**src/rtl/cfg_pkg.sv**
```systemverilog
// Shared types and defaults for the configuration-frame loader.
package cfg_pkg;

  typedef enum logic [1:0] {
    IDLE   = 2'd0,
    LOAD   = 2'd1,
    COMMIT = 2'd2
  } state_t;

  localparam int unsigned DEF_FRAME_BITS = 32;
  localparam int unsigned DEF_NUM_FRAMES = 20;
  localparam int unsigned DEF_WORD_W     = 8;
  localparam int unsigned DEF_ADDR_W     = 5;

  // Number of input words that make up one frame.
  function automatic int unsigned calc_words(input int unsigned frame_bits,
                                             input int unsigned word_w);
    return frame_bits / word_w;
  endfunction

endpackage

```
**src/rtl/cfg_frame_reg.sv**
```systemverilog
// One configuration frame: clocked store with true and complement outputs.
module cfg_frame_reg #(
  parameter int unsigned W = 32
) (
  input  logic         CLK,
  input  logic         RST,
  input  logic         we,
  input  logic [W-1:0] d,
  output logic [W-1:0] q,
  output logic [W-1:0] q_n
);

  // True and complement are both registered so they switch on the same edge.
  always_ff @(posedge CLK or posedge RST) begin
    if (RST) begin
      q   <= '0;
      q_n <= '1;
    end else if (we) begin
      q   <= d;
      q_n <= ~d;
    end
  end

endmodule

```
**src/rtl/cfg_frame_loader.sv**
```systemverilog
// Stream-fed configuration loader: assembles a shadow frame and commits it
// atomically into one of NUM_FRAMES frame registers; supports readback.
module cfg_frame_loader
  import cfg_pkg::*;
#(
  parameter int unsigned FRAME_BITS = DEF_FRAME_BITS,
  parameter int unsigned NUM_FRAMES = DEF_NUM_FRAMES,
  parameter int unsigned WORD_W     = DEF_WORD_W,
  parameter int unsigned ADDR_W     = DEF_ADDR_W
) (
  input  logic                             CLK,
  input  logic                             RST,
  input  logic                             cmd_valid,
  output logic                             cmd_ready,
  input  logic [ADDR_W-1:0]                cmd_addr,
  input  logic                             in_valid,
  output logic                             in_ready,
  input  logic [WORD_W-1:0]                in_data,
  input  logic                             abort,
  input  logic                             rd_req,
  input  logic [ADDR_W-1:0]                rd_addr,
  output logic [FRAME_BITS-1:0]            rd_data,
  output logic                             rd_valid,
  output logic [NUM_FRAMES*FRAME_BITS-1:0] cfg_bits,
  output logic [NUM_FRAMES*FRAME_BITS-1:0] cfg_bits_n,
  output logic                             busy,
  output logic                             done,
  output logic                             err_addr,
  input  logic                             err_clr
);

  localparam int unsigned WORDS = calc_words(FRAME_BITS, WORD_W);
  localparam int unsigned CNT_W = (WORDS > 1) ? $clog2(WORDS) : 1;

  state_t                  state_q, state_d;
  logic [ADDR_W-1:0]       addr_q;
  logic [CNT_W-1:0]        cnt_q;
  logic [FRAME_BITS-1:0]   shadow_q;
  logic [FRAME_BITS-1:0]   rd_sel;
  logic                    cmd_acc;
  logic                    word_acc;
  logic                    addr_ok;
  logic                    commit_ok;
  logic                    commit_bad;

  // Extra MSB keeps the range check correct when 2**ADDR_W == NUM_FRAMES.
  assign addr_ok    = ({1'b0, addr_q} < (ADDR_W+1)'(NUM_FRAMES));
  assign commit_ok  = (state_q == COMMIT) && addr_ok;
  assign commit_bad = (state_q == COMMIT) && !addr_ok;

  // FSM state register.
  always_ff @(posedge CLK or posedge RST) begin
    if (RST) state_q <= IDLE;
    else     state_q <= state_d;
  end

  // Next-state and handshake outputs; abort blocks acceptance of the current word.
  always_comb begin
    state_d   = state_q;
    cmd_ready = 1'b0;
    in_ready  = 1'b0;
    cmd_acc   = 1'b0;
    word_acc  = 1'b0;
    busy      = (state_q != IDLE);
    case (state_q)
      IDLE: begin
        cmd_ready = 1'b1;
        if (cmd_valid) begin
          cmd_acc = 1'b1;
          state_d = LOAD;
        end
      end
      LOAD: begin
        in_ready = 1'b1;
        if (abort) begin
          state_d = IDLE;
        end else if (in_valid) begin
          word_acc = 1'b1;
          if (cnt_q == CNT_W'(WORDS - 1)) state_d = COMMIT;
        end
      end
      COMMIT:  state_d = IDLE;
      default: state_d = IDLE;
    endcase
  end

  // Shadow assembly, command address capture, done/error flags.
  always_ff @(posedge CLK or posedge RST) begin
    if (RST) begin
      addr_q   <= '0;
      cnt_q    <= '0;
      shadow_q <= '0;
      done     <= 1'b0;
      err_addr <= 1'b0;
    end else begin
      if (cmd_acc) begin
        addr_q   <= cmd_addr;
        cnt_q    <= '0;
        shadow_q <= '0;
      end
      if (word_acc) begin
        for (int unsigned k = 0; k < WORDS; k++) begin
          if (cnt_q == CNT_W'(k)) shadow_q[k*WORD_W +: WORD_W] <= in_data;
        end
        cnt_q <= cnt_q + CNT_W'(1);
      end
      done <= commit_ok;
      if (commit_bad)   err_addr <= 1'b1;
      else if (err_clr) err_addr <= 1'b0;
    end
  end

  // Frame registers; only the addressed frame is written, and only in COMMIT.
  for (genvar f = 0; f < NUM_FRAMES; f++) begin : g_frame
    cfg_frame_reg #(.W(FRAME_BITS)) u_frame (
      .CLK (CLK),
      .RST (RST),
      .we  (commit_ok && (addr_q == ADDR_W'(f))),
      .d   (shadow_q),
      .q   (cfg_bits[f*FRAME_BITS +: FRAME_BITS]),
      .q_n (cfg_bits_n[f*FRAME_BITS +: FRAME_BITS])
    );
  end

  // Readback select; out-of-range addresses match no frame and read as zero.
  always_comb begin
    rd_sel = '0;
    for (int unsigned f = 0; f < NUM_FRAMES; f++) begin
      if (rd_addr == ADDR_W'(f)) rd_sel = cfg_bits[f*FRAME_BITS +: FRAME_BITS];
    end
  end

  // Registered readback port.
  always_ff @(posedge CLK or posedge RST) begin
    if (RST) begin
      rd_data  <= '0;
      rd_valid <= 1'b0;
    end else begin
      rd_valid <= rd_req;
      if (rd_req) rd_data <= rd_sel;
    end
  end

endmodule

```
**config.mk**
```make
export PLATFORM = sky130hd
export DESIGN_NAME = cfg_frame_loader
export DESIGN_NICKNAME = d
export VERILOG_FILES = /design/src/rtl/cfg_pkg.sv /design/src/rtl/cfg_frame_reg.sv /design/src/rtl/cfg_frame_loader.sv
export SDC_FILE = /design/constraint.sdc
export NUM_CORES = 2
export LEC_CHECK = 0
export CAP_MARGIN = 5
export CORE_AREA = 2 2 523 525
export DETAILED_ROUTE_END_ITERATION = 10
export DIE_AREA = 0 0 525 527
export GPL_ROUTABILITY_DRIVEN = 0
export PLACE_DENSITY = 0.46
export SYNTH_ARGS = -nofsm -noshare
export SYNTH_HDL_FRONTEND = slang
export SYNTH_SLANG_ARGS = --single-unit
```
**constraint.sdc**
```tcl
create_clock -name CLK -period 41.7 [get_ports CLK]
set_clock_uncertainty 0.05 [all_clocks]
set_input_delay 4.17 -clock CLK [delete_from_list [all_inputs] [get_ports CLK]]
set_output_delay 4.17 -clock CLK [all_outputs]
set_load 0.01 [all_outputs]
```
==> impl_metrics.yaml <==
# synthesis and place-and-route metrics
critical_path:
  worst-path-max-fanout: 157
  number_of_buffer_and_inverter_instances_along_the_worst_setup_path: 8
  cell_repeated_most_along_the_worst_path: "buf_4"
  critPathSlowestCell: "buf_4"
  critPathCaptureType: "async pin"
  critical_path_class: "primary input to async pin"
  worst_path_dominant_cell_family: "buffers and inverters"
  worst_path_largest_cell_delay_ns: 0.89
  worst_path_cell_trace: "clkdlybuf4s50_1, inv_8, buf_4, buf_4, buf_4, buf_4, buf_12, buf_4"
  cp-start-kind: "primary input"
  worst_r2r_setup_slack_ns: 37.83
  critical_path_required_ns: 42.53
  arrival_ns: 10.26
sta:
  finalSetupViolCount: 0
  finalCritPeriodShare_pct: 22.62
  finalHoldViolCount: 0
  layout_setup_ws_ns: 32.27
  unrepaired_setup_endpoints_after_global_routing: "false"
  setup_tns_ns: 0
  final-max-slew-violation-count: 0
  timing.final.crit_period_ns: 9.432
  slew_headroom_pct: 7.725
  fmax_mhz: 106.0
  worst_pin_slew_ns: 1.381
finish:
  combGateArea_um2: 19730
  area.growth.synth_to_final_pct: 40.46
  layout.filler_cells: 28110
  post_route_cells_drive_above_1_share_pct: 29.48
  nNetsFinal: 5973
  mostFrequentLayoutCell: "clkdlybuf4s50_1"
  final_layout_top_logic_cells: "clkdlybuf4s50_1 (1337), nand2_1 (792), o21ai_0 (736)"
cts:
  clk_transition_reported_paths_ns: 0.06
  cts_tree: "done"
  clock_tree.root_cell: "clkbuf_16"
  clk_path_buf_depth: 3
  cts-htree-levels: 4
  cts_repair_resize_count: 0
  postCtsHoldBufs: 0
  cts_num_sinks: 1356
  numCtsBuffers: 167
  clock_latency_ns: 0.85
  cts_post_setup_buffers_inserted: 0
logic_synthesis:
  synth.area.top_cells: "dfrtp_1 (32%), dfstp_2 (30%), mux2_2 (14%), o21ai_0 (6.5%), nand2_1 (5.4%)"
  floorplan.nets: 4813
  synth_stat.cells: 4784
  yosys.cell_types.count: 78
  postSynth.topFlopCell: "dfrtp_1"
  synth.yosys.seq_area_share_pct: 61.75
  register_bit_count_reported_by_yosys: 1356
  post_synth_edffs: 0
  synthArstFlopShare_pct: 100.0
  synthesis.instances: 4784
  cell_taking_the_most_area_after_synthesis: "dfrtp_1"
  synth_largest_type_area_fraction_pct: 31.86
  postSynthAreaPerCell_um2: 11.76
  synthesis.area_um2: 56240
  synthesis.yosys.warnings: 0
  ys_area_um2: 56240
global_route:
  grt_antenna_before_repair: 33
  wire_length_of_the_first_global_routing_pass_um: 447800
  globalRoute.totalOverflow: 0
  grt.total_usage_pct: 23.95
  via_count_of_the_first_global_routing_pass: 45110
  grt_start_max_net_pins: 158
route:
  drt-vias-per-instance: 4.719
  remaining_drc_errors: 0
  drtAntennaViolNets: 0
  first_pass_iters: 6
  dr.first_iter.drc_count: 3881
worst_hold_path:
  worst_hold_path_type: "flip-flop to flip-flop"
power:
  vdd_drop_max_mv: 0.03903
  p_total_mw: 3.058
  power_density_nw_per_um2: 38.71
  total_leakage_power_nw: 32.16
flow_run:
  log.warning_count: 44
  cap_viol_max_count: 0
die:
  floorplan.core_area_um2: 271700
  die.size.x_um: 525
  area_of_the_chip_um2: 276700
  die-height_um: 527
  core_util_floorplan_pct: 20.70
  cell_row_count: 192
place:
  preCtsSetupSlack_ns: 31.44
  detailedPlacementHpwl_um: 245700
run_status:
  run_status: "finished, final reports clean"
-- final timing paths --
check | startpoint | to | cells after the start
max in group CLK | rd_addr[0] | rd_data[27] | 8
min | g_frame[11].u_frame.q_n[5] | g_frame[11].u_frame.q_n[5] | 2
min reg2reg | g_frame[11].u_frame.q_n[5] | g_frame[11].u_frame.q_n[5] | 2
max reg2reg | state_q[0] | g_frame[14].u_frame.q[28] | 6
max | RST | g_frame[16].u_frame.q_n[3] | 8
min in group asynchronous | RST | g_frame[6].u_frame.q[29] | 2
-- state kept, by name (all words and copies together), names as in the netlist --
signal	cells
rd_valid	1
done	1
g_frame.u_frame.q	640
rd_data	32
state_q	2
err_addr	1
cnt_q	2
addr_q	5
shadow_q	32
g_frame.u_frame.q_n	640
-- worst min-delay path: cells and delay by family, from the launching register on --
| family | cells | cell delay, ns |
|---|---|---|
| DFF | 1 | 0.36 |
| AOI/OAI and AO/OA | 1 | 0.05 |
| and+or+nand+nor | 1 | 0.04 |
-- layer usage --
metal	share of wire, %	track usage [%]	up-vias
met5	0.021	0	-
met4	5.9	12.35	14
met3	9.3	8.389	532
met2	48	39.93	2270
met1	37	26.94	23700
li1	-	-	19110
-- cell usage after synthesis, drive strengths merged, types with 5 or more instances --
cell type and number:
nand2 810, o21ai 754, dfrtp 716, mux2 676
dfstp 640, clkbuf 309, buf 144, a21oi 109
nor2 89, o22ai 53, nor3 44, mux2i 43
a221oi 41, a22oi 27, nor2b 24, a221o 20
nand2b 19, a211oi 17, a222oi 17, and3 17
inv 17, a31oi 16, o221ai 16, nand3 14
o211ai 11, o31ai 11, a2111oi 10, a22o 10
a211o 8, nor3b 8, o2bb2ai 8, a21o 6
o21a 6, o32ai 6, a2bb2oi 5, mux4 5
or2 5, or3 5
-- through the flow --
step	area, um2	cells	hold WS [ns]
after floorplan	56240	4784	0.4210
after CTS	78970	9657	0.4160
after global placement	73340	9363	0.4041
after detailed placement	73350	9364	0.4075
after global routing	78970	9658	0.4326
final	79000	9668	0.4126
-- kinds of logic after synthesis --
logic type | share of synthesized area [%]
fa+ha+maj | 0.08899
buf+inv | 3.524
mux | 14.50
compound gates | 12.09
simple gates | 8.044
flops | 61.75
-- power breakdown --
part	switching, mW	total (mW)	internal, mW
Clock	0.638	1.51	0.868
Sequential	0.0373	1.37	1.34
Combinational	0.138	0.179	0.0413
Total	0.814	3.06	2.24
-- area by class of cell --
type	instances	area share (%)
tap	3589	5.684
sequential	1356	44.06
clock inverter	68	1.106
multi-input combinational	2957	24.98
clock buffer	225	6.015
inverter	18	0.09503
timing repair buffer	1444	18.03
antenna	11	0.03484
Fig. 1: metal layers overlaid
Drawn at 1 px/um. Only two layers are drawn.
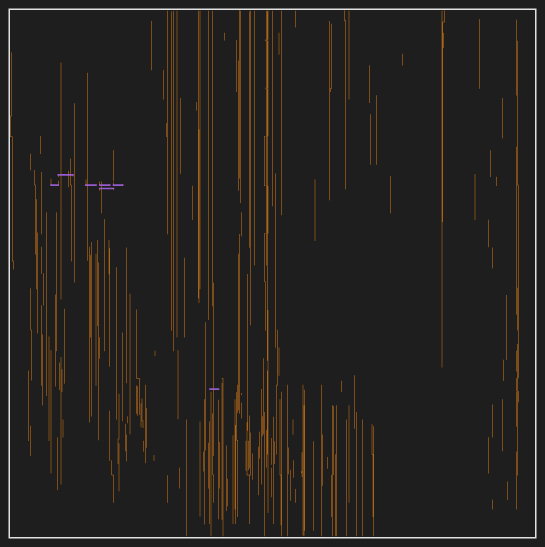
Key: purple = M5 [wire length 73.6 um]; orange = M4 [wire length 20000 um]
mean routed wirelength per cell: 35.28 um
total via count in the routed design: 45620
DRT Wirelength: 341100 um

Fig. 2: I/O nets highlighted
Drawn at 1 px/um.
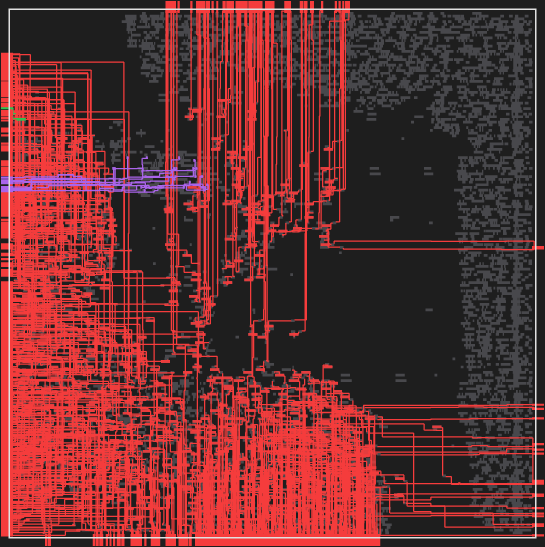
Key: green = rd_valid [direction output, edge west, end cells 1, wire 27.9 um]; red = cfg_bits [direction output, edge 295 west, 250 south, 76 north, 19 east, end cells 640, wire 95.9 mm]; purple = in_data [direction input, edge west, end cells 32, wire 1720 um]
I/O pin cnt: 1343
number of buffer cells added on primary ports: 1342

Fig. 3: where the registers sit
Drawn at 1 px/um. Other sequential cells in the stronger gray, the rest of the logic in the fainter gray.
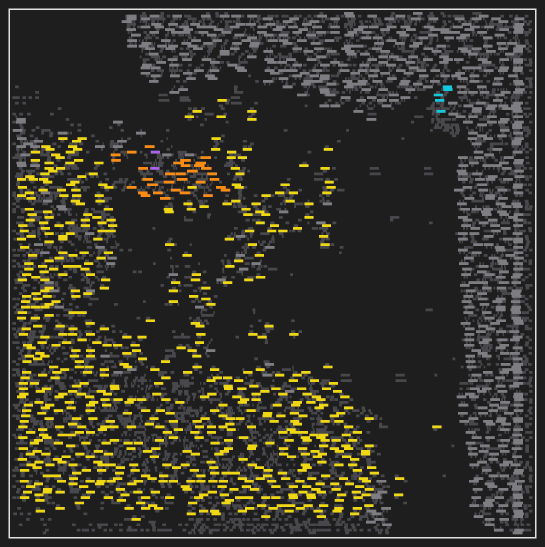
Key: purple = cnt_q [placed flops 2]; yellow = g_frame.u_frame.q [placed flops 640]; orange = shadow_q [placed flops 32]; cyan = addr_q [placed flops 5, where north-east]
Another 677 sequential cells are not colored.
power in sequential cells: 1.37 mW
flop share of the area: 44.06%
area occupied by registers: 34810 um2
core occupancy in the finished layout: 29.08%

Fig. 4: signal wires on met2
Drawn at 1 px/um. Cells faint in the background.
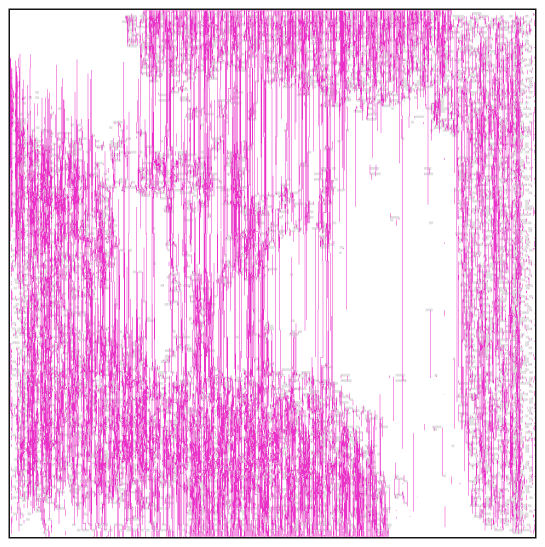
5199 nets have wire on it. The layer holds 48% of the routed length. The wires run mostly vertical.

Power is estimated from default activity; no workload was simulated.
